### src/rtl/sram_march_bist.sv
// sram_march_bist: March C- built-in self-test initiator for one sram instance.
// Runs the sequence up(wZ) up(rZ,wO) up(rO,wZ) down(rZ,wO) down(rO,wZ) down(rZ)
// over all N = 2**ADDR_WIDTH words and reports the result.
// Ports:
//   clk, reset (async, active-low)   clock and reset
//   start                            1-cycle request, honoured only in IDLE
//   busy, done, pass                 run status; done is a 1-cycle end pulse
//   err_cnt                          saturating miscompare count
//   fail_addr/fail_data/fail_exp     capture of the first miscompare
//   mem_wr/mem_rd/mem_addr/mem_din   registered sram controls
//   mem_dout                         sram read data
module sram_march_bist #(
  parameter int unsigned ADDR_WIDTH   = 4,
  parameter int unsigned DATA_WIDTH   = 4,
  parameter int unsigned RD_LAT       = 1,
  parameter int unsigned STOP_ON_FAIL = 1
) (
  input  logic                  clk,
  input  logic                  reset,
  input  logic                  start,
  output logic                  busy,
  output logic                  done,
  output logic                  pass,
  output logic [7:0]            err_cnt,
  output logic [ADDR_WIDTH-1:0] fail_addr,
  output logic [DATA_WIDTH-1:0] fail_data,
  output logic [DATA_WIDTH-1:0] fail_exp,
  output logic                  mem_wr,
  output logic                  mem_rd,
  output logic [ADDR_WIDTH-1:0] mem_addr,
  output logic [DATA_WIDTH-1:0] mem_din,
  input  logic [DATA_WIDTH-1:0] mem_dout
);

  localparam int unsigned WCW = (RD_LAT > 1) ? $clog2(RD_LAT) : 1;
  localparam logic [ADDR_WIDTH-1:0] ADDR_MAX  = '1;
  localparam logic [DATA_WIDTH-1:0] PAT_ZERO  = '0;
  localparam logic [DATA_WIDTH-1:0] PAT_ONE   = '1;
  localparam logic [2:0]            ELEM_LAST = 3'd5;

  typedef enum logic [2:0] {
    S_IDLE, S_WRITE, S_RD_ISSUE, S_RD_WAIT, S_DONE
  } state_t;

  state_t                state_q, state_n;
  logic [2:0]            elem_q, elem_n;    // current March element E0..E5
  logic                  step_q, step_n;    // 0: first op of element, 1: trailing write
  logic [WCW-1:0]        wait_q, wait_n;
  logic                  busy_n, done_n, pass_n, wr_n, rd_n;
  logic [7:0]            err_n;
  logic [ADDR_WIDTH-1:0] faddr_n, addr_n;
  logic [DATA_WIDTH-1:0] fdata_n, fexp_n, din_n;

  logic                  advance;
  logic                  down;
  logic                  last_addr;
  logic [2:0]            elem_inc;
  logic [DATA_WIDTH-1:0] exp_word;
  logic [DATA_WIDTH-1:0] wr_word;

  // Element decode: direction, expected read word and written word
  always_comb begin
    down      = (elem_q >= 3'd3);
    last_addr = down ? (mem_addr == '0) : (mem_addr == ADDR_MAX);
    elem_inc  = 3'(elem_q + 3'd1);
    exp_word  = (elem_q == 3'd2 || elem_q == 3'd4) ? PAT_ONE : PAT_ZERO;
    wr_word   = (elem_q == 3'd1 || elem_q == 3'd3) ? PAT_ONE : PAT_ZERO;
  end

  // Next-state and registered-output values
  always_comb begin
    state_n = state_q;
    elem_n  = elem_q;
    step_n  = step_q;
    wait_n  = wait_q;
    pass_n  = pass;
    err_n   = err_cnt;
    faddr_n = fail_addr;
    fdata_n = fail_data;
    fexp_n  = fail_exp;
    addr_n  = mem_addr;
    din_n   = mem_din;
    advance = 1'b0;

    case (state_q)
      S_IDLE: begin
        if (start) begin
          pass_n  = 1'b0;
          err_n   = '0;
          faddr_n = '0;
          fdata_n = '0;
          fexp_n  = '0;
          elem_n  = '0;
          step_n  = 1'b0;
          addr_n  = '0;
          din_n   = PAT_ZERO;
          state_n = S_WRITE;
        end
      end
      S_WRITE: advance = 1'b1;
      S_RD_ISSUE: begin
        wait_n  = '0;
        state_n = S_RD_WAIT;
      end
      S_RD_WAIT: begin
        if (wait_q == WCW'(RD_LAT - 1)) begin
          advance = 1'b1;
          if (mem_dout != exp_word) begin
            if (err_cnt != 8'hFF) err_n = 8'(err_cnt + 8'd1);
            if (err_cnt == 8'd0) begin
              faddr_n = mem_addr;
              fdata_n = mem_dout;
              fexp_n  = exp_word;
            end
            if (STOP_ON_FAIL != 0) advance = 1'b0;
            if (STOP_ON_FAIL != 0) state_n = S_DONE;
          end
        end else begin
          wait_n = WCW'(wait_q + 1'b1);
        end
      end
      S_DONE:  state_n = S_IDLE;
      default: state_n = S_IDLE;
    endcase

    // Pick the next operation once the current one has completed
    if (advance) begin
      if (elem_q != 3'd0 && elem_q != ELEM_LAST && !step_q) begin
        step_n  = 1'b1;
        din_n   = wr_word;
        state_n = S_WRITE;
      end else if (last_addr) begin
        if (elem_q == ELEM_LAST) begin
          state_n = S_DONE;
        end else begin
          elem_n  = elem_inc;
          step_n  = 1'b0;
          addr_n  = (elem_inc >= 3'd3) ? ADDR_MAX : '0;
          state_n = S_RD_ISSUE;
        end
      end else begin
        step_n = 1'b0;
        addr_n = down ? ADDR_WIDTH'(mem_addr - 1'b1) : ADDR_WIDTH'(mem_addr + 1'b1);
        if (elem_q == 3'd0) begin
          din_n   = PAT_ZERO;
          state_n = S_WRITE;
        end else begin
          state_n = S_RD_ISSUE;
        end
      end
    end

    wr_n   = (state_n == S_WRITE);
    rd_n   = (state_n == S_RD_ISSUE);
    busy_n = (state_n == S_WRITE) || (state_n == S_RD_ISSUE) || (state_n == S_RD_WAIT);
    done_n = (state_n == S_DONE);
    if (state_n == S_DONE) pass_n = (err_n == 8'd0);
  end

  // State and output registers
  always_ff @(posedge clk or negedge reset) begin
    if (!reset) begin
      state_q   <= S_IDLE;
      elem_q    <= '0;
      step_q    <= 1'b0;
      wait_q    <= '0;
      busy      <= 1'b0;
      done      <= 1'b0;
      pass      <= 1'b0;
      err_cnt   <= '0;
      fail_addr <= '0;
      fail_data <= '0;
      fail_exp  <= '0;
      mem_wr    <= 1'b0;
      mem_rd    <= 1'b0;
      mem_addr  <= '0;
      mem_din   <= '0;
    end else begin
      state_q   <= state_n;
      elem_q    <= elem_n;
      step_q    <= step_n;
      wait_q    <= wait_n;
      busy      <= busy_n;
      done      <= done_n;
      pass      <= pass_n;
      err_cnt   <= err_n;
      fail_addr <= faddr_n;
      fail_data <= fdata_n;
      fail_exp  <= fexp_n;
      mem_wr    <= wr_n;
      mem_rd    <= rd_n;
      mem_addr  <= addr_n;
      mem_din   <= din_n;
    end
  end

endmodule
### config.mk
export PLATFORM = sky130hd
export DESIGN_NAME = sram_march_bist
export DESIGN_NICKNAME = d
export VERILOG_FILES = /design/src/rtl/sram_march_bist.sv
export SDC_FILE = /design/constraint.sdc
export NUM_CORES = 1
export LEC_CHECK = 0
export ABC_AREA = 0
export CORE_MARGIN = 5
export CORE_UTILIZATION = 30
export CTS_BUF_LIST = sky130_fd_sc_hd__clkbuf_4 sky130_fd_sc_hd__clkbuf_8
export DETAILED_ROUTE_END_ITERATION = 6
export PLACE_DENSITY = 0.56
export SYNTH_ARGS = -nofsm -noshare
export SYNTH_HDL_FRONTEND = slang
export SYNTH_SLANG_ARGS = --single-unit
### constraint.sdc
create_clock -name clk -period 3.8 [get_ports clk]
set_input_delay 0.57 -clock clk [delete_from_list [all_inputs] [get_ports clk]]
set_output_delay 0.57 -clock clk [all_outputs]
set_load 0.05 [all_outputs]
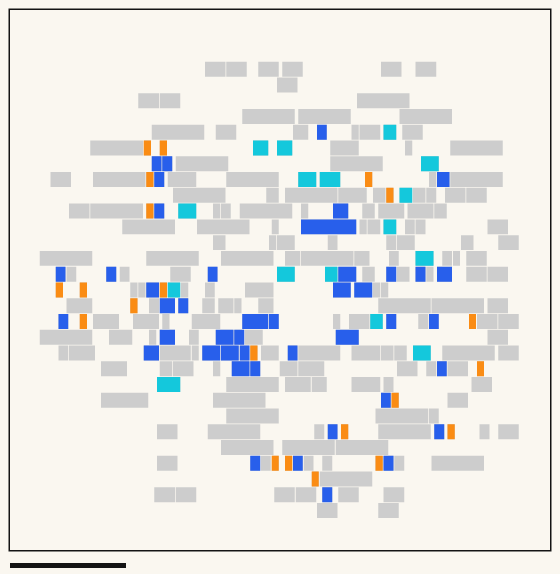
Figure 1: run 1, gate-type map.
The bar under the picture is 20 um long.
Key: inverters = orange [cells 21]; AND and OR gates = cyan [cells 16]; inverting AOI/OAI gates = blue [cells 44]
Comb area share: 39.28%
Commonest Layout Cell: clkdlybuf4s50_1

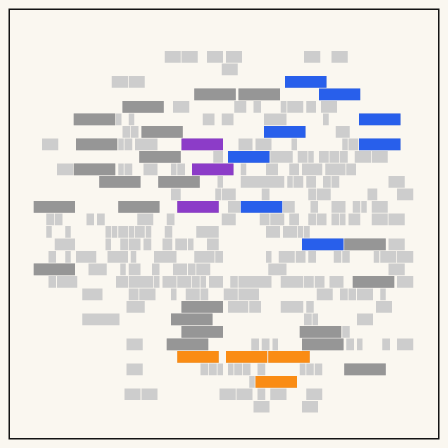
Figure 2: run 1, sequential cells colored by netlist name.
Key: fail_addr = orange [flops 4, where bottom middle]; state_q = purple [flops 3]; err_cnt = blue [flops 8]
Another 22 sequential cells are not colored.
Seq/total area: 35.32%
Core Util, Final: 38.80%
Reg area: 925.9 um2
P_seq: 0.591 mW

==> CHANGELOG.md, run 1 <==
## Implementation

- Leading power group: combinational logic
- Post-route cell area: 2621 um2
- Basic Gates by Area: between 20% and 30%
- Post-CTS Setup Bufs: 0
- Nets: 268
- FF-to-FF End: busy
- RSZ-0062 raised after global routing: no
- Placer congestion estimate: about 0.83
- Syn_nets: about 230
- XOR/XNOR Fraction of Synth Area: between 1 and 1.5%
- Setup tns final: 0 ns
- Top reg by flops: err_cnt
- Crit path arrival time: ~3.2 ns
- Max Clk Rate: between 300 and 400 MHz
- GR Util met1: between 10% and 20%
- Hold crit path type: input port to async pin
- Finished Layout Cells: 332
- Worst R2R Start: elem_q[2]
- Maxcap violations: 0
- Sequential power share: about a third
- P_sw: between 0.8 and 0.9 mW
- Final slew viol count: 0
- CTS Buffer Depth: 2
- Int Pwr: approximately 1 mW
- Setup crit end kind: flop
- Yosys adder share: between 6 and 7%
- Core Rows: 30
- Startpoint type of the worst setup path: flop
- Yosys chip area: between 2000 and 2500 um2
- NonClk Buf Share: between 10% and 20%
- Clock power frac: between 15 and 20%
- Flops after synth: 37
- Gr busiest metal: met2
- Critical path's largest stage delay: 0.61 ns
- Crit path max-delay family: AND-OR/OR-AND gates
- Average wire per standard cell: 14.92 um
- Pwr dens: approximately 700 nW/um2
- Largest class: multi-input combinational cells
- Clock buffer count: 7
- CTS tree: built
- Via count: ~1700
- Combinational power share: 50.1%
- Syn Inst Count: between 200 and 250
- Status: completed
- FP Util: 30.72%
- Die height: just over 90 um
- Worst slew margin: between 30% and 40%
- DR WL met2: between 2 and 2.5 mm
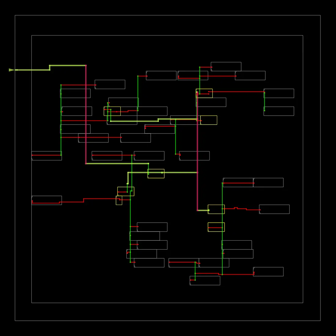
Figure 3: run 1, clock routing.
Insertion Delay late pin: 0.29 ns
flop count: 37
clk sink count: 37

## run 1: Yosys cell counts (2+ instances only)
cell       number  share of area (%)
nor3_1          3               0.72
inv_1          21                3.8
a211oi_1        3                1.1
nor4_1          2               0.60
and3_1          2               0.60
and2_2          2               0.72
o21a_1          2               0.72
xnor2_1         2               0.84
a21oi_1         6                1.4
and4_1          4                1.7
o2bb2ai_1       5                2.1
a21o_1          2               0.72
o22ai_1         2               0.60
nand3_1        19                4.6
and2_1          2               0.60
nand2b_1        3               0.90
buf_4           4                1.4
clkbuf_1        3               0.54
nand2_1        11                2.0
nand3b_1        2               0.72
o21ai_1         2               0.48
nor2b_1         2               0.60
nor2_1         10                1.8
ha_1            9                5.4
dfrtp_1        37                 45
o21ai_0        19                4.6
mux2i_1         4                1.9
nor4b_1         2               0.84
nand4_1         7                2.1
==> run 1 -> run 2 <==
- clock period: 3.8 -> 3.1 ns (I/O delays scaled with it)
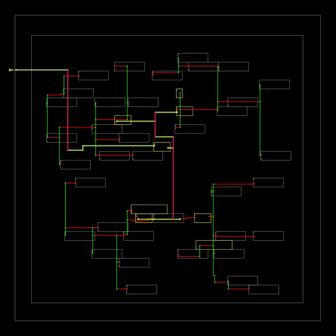
Figure 4: run 2, clock routing.
clock buffer count: 5
Worst Skew: 0.008153 ns

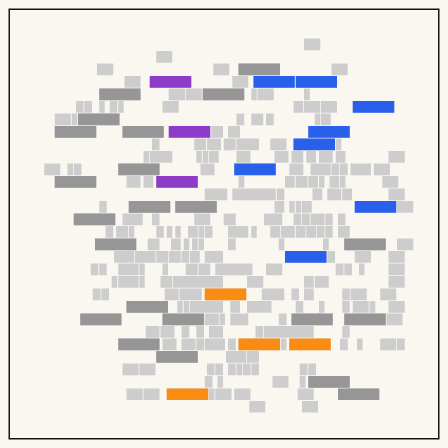
Figure 5: run 2, sequential cells colored by netlist name.
Key: err_cnt = blue [flops 8]; fail_addr = orange [flops 4, where bottom middle]; state_q = purple [flops 3]
Another 22 sequential cells are not colored.

==> run 2 against run 1 <==
Clock power up 63%. Cell area up 2.4%. Largest cell class unchanged. Die size did not move. Clock skew increased by 0.0033 ns. Via count up 2.7%. Flip-flop count unchanged. First-iteration DRC count grew 14%. Fmax increased by 11%. Critical path type unchanged. Highest routed layer unchanged. Synthesized cell count is the same.
==> CHANGELOG.md, run 2 <==
## Implementation

- FF-to-FF End: busy
- Most common library cells after synthesis: dfrtp_1 (37), inv_1 (21), nand3_1 (19), o21ai_0 (19), nand2_1 (11)
- Leading area contributor after synthesis: dfrtp_1
- GR Util met1: 15.82% (-0.61 points)
- Flop count: 37 (unchanged)
- XOR/XNOR Fraction of Synth Area: 1.266% (unchanged)
- Maxcap violations: 0 (unchanged)
- Core Rows: 30 (unchanged)
- Post-CTS Setup Bufs: 0 (unchanged)
- DR WL met2: 2.420 mm (+5.9%)
- RSZ-0062 raised after global routing: no
- Setup tns final: 0 ns (unchanged)
- Syn Inst Count: 212 (unchanged)
- P_seq: 0.723 mW (+22%)
- Via count: 1712 (+2.7%)
- Setup crit end kind: flop
- Status: completed
- Startpoint type of the worst setup path: flop
- Gr busiest metal: met2
- Crit path max-delay family: simple AND/OR/NAND/NOR gates
- Clock power frac: 21.2% (+4.2 points)
==> run 2: metrics by stage <==
step                total power, mW  std cells  utilization, %
floorplan                     1.512        212               -
global placement              1.850        328           37.74
detailed placement            1.861        328           37.74
CTS                           2.373        336           39.72
global route                  2.505        336           39.72
finish                        2.341        336           39.72
==> run 2: how the worst min path moves through the flow <==
stage / slack [ns] / endpoint / start
after floorplan: 0.17 / busy / reset
after global placement: 0.53 / fail_data[0] / fail_data[0]
after detailed placement: 0.53 / mem_din[2] / mem_din[2]
after CTS: 0.32 / state_q[0] / reset
after global routing: 0.37 / mem_rd / reset
final: 0.29 / fail_data[0] / reset
==> run 2: logic make-up after synthesis <==
logic type,count (synthesis)
and+or+nand+nor,77
adders and majority gates,10
xor gates and xnor gates,3
muxes,7
DFF,37
AOI/OAI and AO/OA,50
buffers and inverters,28
Power is estimated from default activity; no workload was simulated.
